<file path="src/rtl/rr_arbiter.sv">
// rr_arbiter: N-channel fixed-priority / round-robin arbiter with registered one-hot grant and hold limit
//   i_clk         clock, all state updates on rising edge
//   i_res_n       asynchronous active-low reset
//   i_req         level-sensitive request per channel
//   i_mode        0 = fixed priority (lowest index), 1 = round-robin after last winner
//   o_grant       registered one-hot grant or all zero
//   o_grant_valid registered, equals |o_grant
//   o_grant_id    index of granted channel, 0 when idle
module rr_arbiter #(
  parameter int N = 4,
  parameter int MAX_HOLD = 8,
  localparam int IDW = $clog2(N)
) (
  input  logic           i_clk,
  input  logic           i_res_n,
  input  logic [N-1:0]   i_req,
  input  logic           i_mode,
  output logic [N-1:0]   o_grant,
  output logic           o_grant_valid,
  output logic [IDW-1:0] o_grant_id
);
  typedef enum logic {IDLE, BUSY} state_t;
  localparam bit HOLD_EN = (MAX_HOLD != 0);
  localparam logic [7:0] HOLD_LAST = 8'(MAX_HOLD == 0 ? 0 : MAX_HOLD - 1);
  localparam logic [N-1:0] ONE = N'(1);
  state_t r_state, w_state_nxt;
  logic [N-1:0] r_grant, w_grant_nxt, w_cand;
  logic [IDW-1:0] r_id, r_last, w_id_nxt, w_last_nxt, w_win;
  logic [7:0] r_hold, w_hold_nxt;
  logic w_own_req, w_others, w_arb, w_keep;
  // Scans candidates from the highest search position down so the earliest
  // position in search order is the last one written.
  function automatic logic [IDW-1:0] pick(input logic [N-1:0] c, input logic m, input logic [IDW-1:0] last);
    logic [IDW-1:0] r;
    int idx;
    r = '0;
    for (int k = N - 1; k >= 0; k--) begin
      idx = m ? (int'(last) + 1 + k) % N : k;
      if (c[idx]) r = IDW'(idx);
    end
    return r;
  endfunction
  always_comb begin
    w_own_req = i_req[r_id];
    w_others = |(i_req & ~r_grant);
    // >= rather than == so an owner that already outlived the limit alone
    // is preempted as soon as someone else starts waiting.
    w_arb = (r_state == IDLE || !w_own_req) ? |i_req : (HOLD_EN && r_hold >= HOLD_LAST && w_others);
    w_keep = r_state == BUSY && w_own_req && !w_arb;
    w_cand = (r_state == BUSY && w_own_req) ? (i_req & ~r_grant) : i_req;
    w_win = pick(w_cand, i_mode, r_last);
    w_state_nxt = (w_arb || w_keep) ? BUSY : IDLE;
    w_grant_nxt = w_arb ? (ONE << w_win) : (w_keep ? r_grant : '0);
    w_id_nxt = w_arb ? w_win : (w_keep ? r_id : '0);
    w_last_nxt = w_arb ? w_win : r_last;
    w_hold_nxt = w_arb ? 8'd0 : ((w_keep && r_hold != 8'hff) ? r_hold + 8'd1 : r_hold);
  end
  always_ff @(posedge i_clk or negedge i_res_n) begin
    if (!i_res_n) begin
      r_state <= IDLE;
      r_grant <= '0;
      r_id <= '0;
      r_last <= IDW'(N - 1);
      r_hold <= 8'd0;
    end else begin
      r_state <= w_state_nxt;
      r_grant <= w_grant_nxt;
      r_id <= w_id_nxt;
      r_last <= w_last_nxt;
      r_hold <= w_hold_nxt;
    end
  end
  assign o_grant = r_grant;
  assign o_grant_valid = (r_state == BUSY);
  assign o_grant_id = r_id;
endmodule
</file>
<file path="config.mk">
export PLATFORM = sky130hd
export DESIGN_NAME = rr_arbiter
export DESIGN_NICKNAME = d
export VERILOG_FILES = /design/src/rtl/rr_arbiter.sv
export SDC_FILE = /design/constraint.sdc
export NUM_CORES = 1
export LEC_CHECK = 0
export CELL_PAD_IN_SITES_DETAIL_PLACEMENT = 0
export CELL_PAD_IN_SITES_GLOBAL_PLACEMENT = 2
export CORE_UTILIZATION = 35
export CTS_BUF_LIST = sky130_fd_sc_hd__clkbuf_2 sky130_fd_sc_hd__clkbuf_4 sky130_fd_sc_hd__clkbuf_8
export DETAILED_ROUTE_END_ITERATION = 8
export GPL_ROUTABILITY_DRIVEN = 0
export PLACE_DENSITY_LB_ADDON = 0.15
export SLEW_MARGIN = 10
export SYNTH_ARGS = -nofsm -noshare
export SYNTH_HDL_FRONTEND = slang
export SYNTH_SLANG_ARGS = --single-unit
</file>
<file path="constraint.sdc">
create_clock -name i_clk -period 5.6 [get_ports i_clk]
set_input_delay 0.56 -clock i_clk [delete_from_list [all_inputs] [get_ports i_clk]]
set_output_delay 0.56 -clock i_clk [all_outputs]
set_load 0.01 [all_outputs]
</file>
==> flow_summary.ini <==
; generated from flow reports
[detailed_routing]
drt_first_pass_iters = 4
via_per_inst = 5.916

[power]
p_int_mw = 0.4207
p_per_area_nw_per_um2 = 465.1
total_power_mw = 0.7385

[finish]
signal_buffers = 13
mi_logic_area_um2 = 909.6
clock_tree_area_fraction_pct = 3.073
fill_cells = 403

[die]
die_h_um = 65.39

[run_status]
status = finished, final reports clean

[timing]
relSlewSlack_pct = 49.61
setup_viol = 0

[setup_path]
reg2regPathDepth = 6
cpPeakStageDelay_ns = 0.69

[yosys]
synth_cell_types = 61
yosysTopAreaCell = dfrtp_1
ys_async_sr_fraction_pct = 100.0
syn_inst = 146

[cts]
clk_path_buf_depth = 2
cts_sinks = 17

[global_route]
grt_use_total_pct = 17.23
worst max path at each step:
stage	startpoint	to	slack, ns	depth (start not counted)
4_1_cts	i_mode	o_grant[2]	2.93	7
6_report	i_mode	o_grant[2]	2.92	7
3_3_place_gp	i_req[3]	r_hold[0]	2.73	7
2_1_floorplan	i_mode	o_grant[2]	3.53	8
5_1_grt	i_mode	o_grant[2]	2.77	7
3_5_place_dp	i_mode	o_grant[2]	2.68	7
layer usage:
metal	share of wire, %	routed length (um)
met1	44	1474
met2	52	1758
met3	2.1	69
met4	1.8	61
met5	0	0
logic make-up after synthesis:
kind of cell,count (synthesis),share of synthesized area [%]
mux,8,8.184
buf+inv,11,4.893
compound gates,46,28.92
flops,17,30.43
xor+xnor,6,3.737
fa+ha+maj,1,0.8895
simple gates,57,22.95
Figure 1. Cell classes on the final placement.
The bar under the picture is 20 um long.
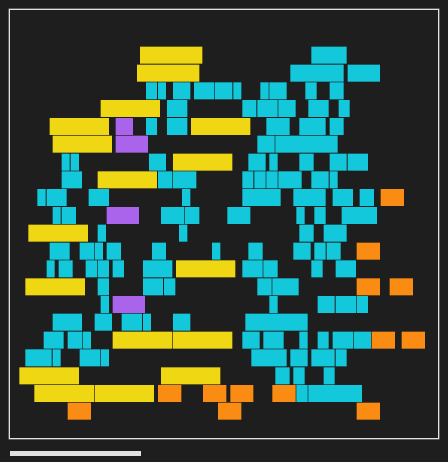
colour	class	cells
cyan	remaining logic cells	121
orange	remaining buffers and delay cells	13
yellow	registers	17
purple	clock drivers and dummy loads	4

Figure 2. Gate families picked out.
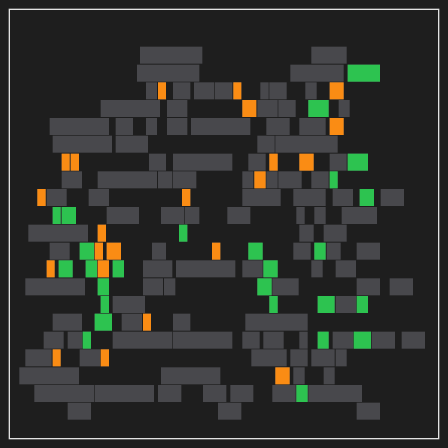
colour	family	cells
orange	nor cells	22
green	nand cells	26

Figure 3. Where the registers sit.
The bar under the picture is 20 um long. Other sequential cells in the stronger grey, the rest of the logic in the fainter grey.
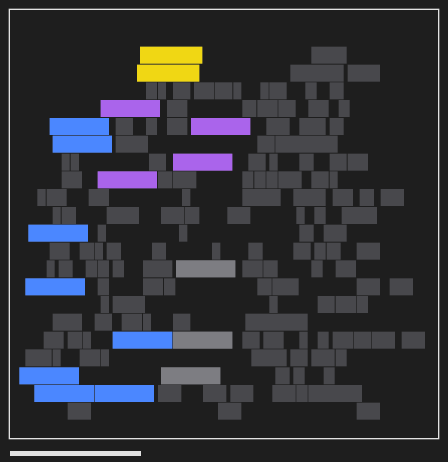
colour	netlist name	sequential cells
purple	`o_grant`	4
yellow	`r_last`	2
blue	`r_hold`	8

Figure 4. Track usage over the die.
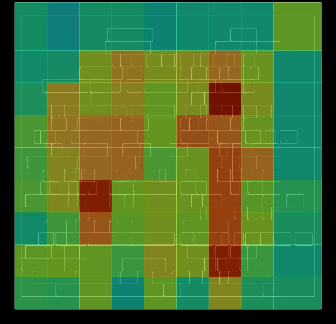
global routing usage on met2: 31.06%
fin util: 42.41%
Top Usage Layer GRT: met2
met1 usage: 19.78%

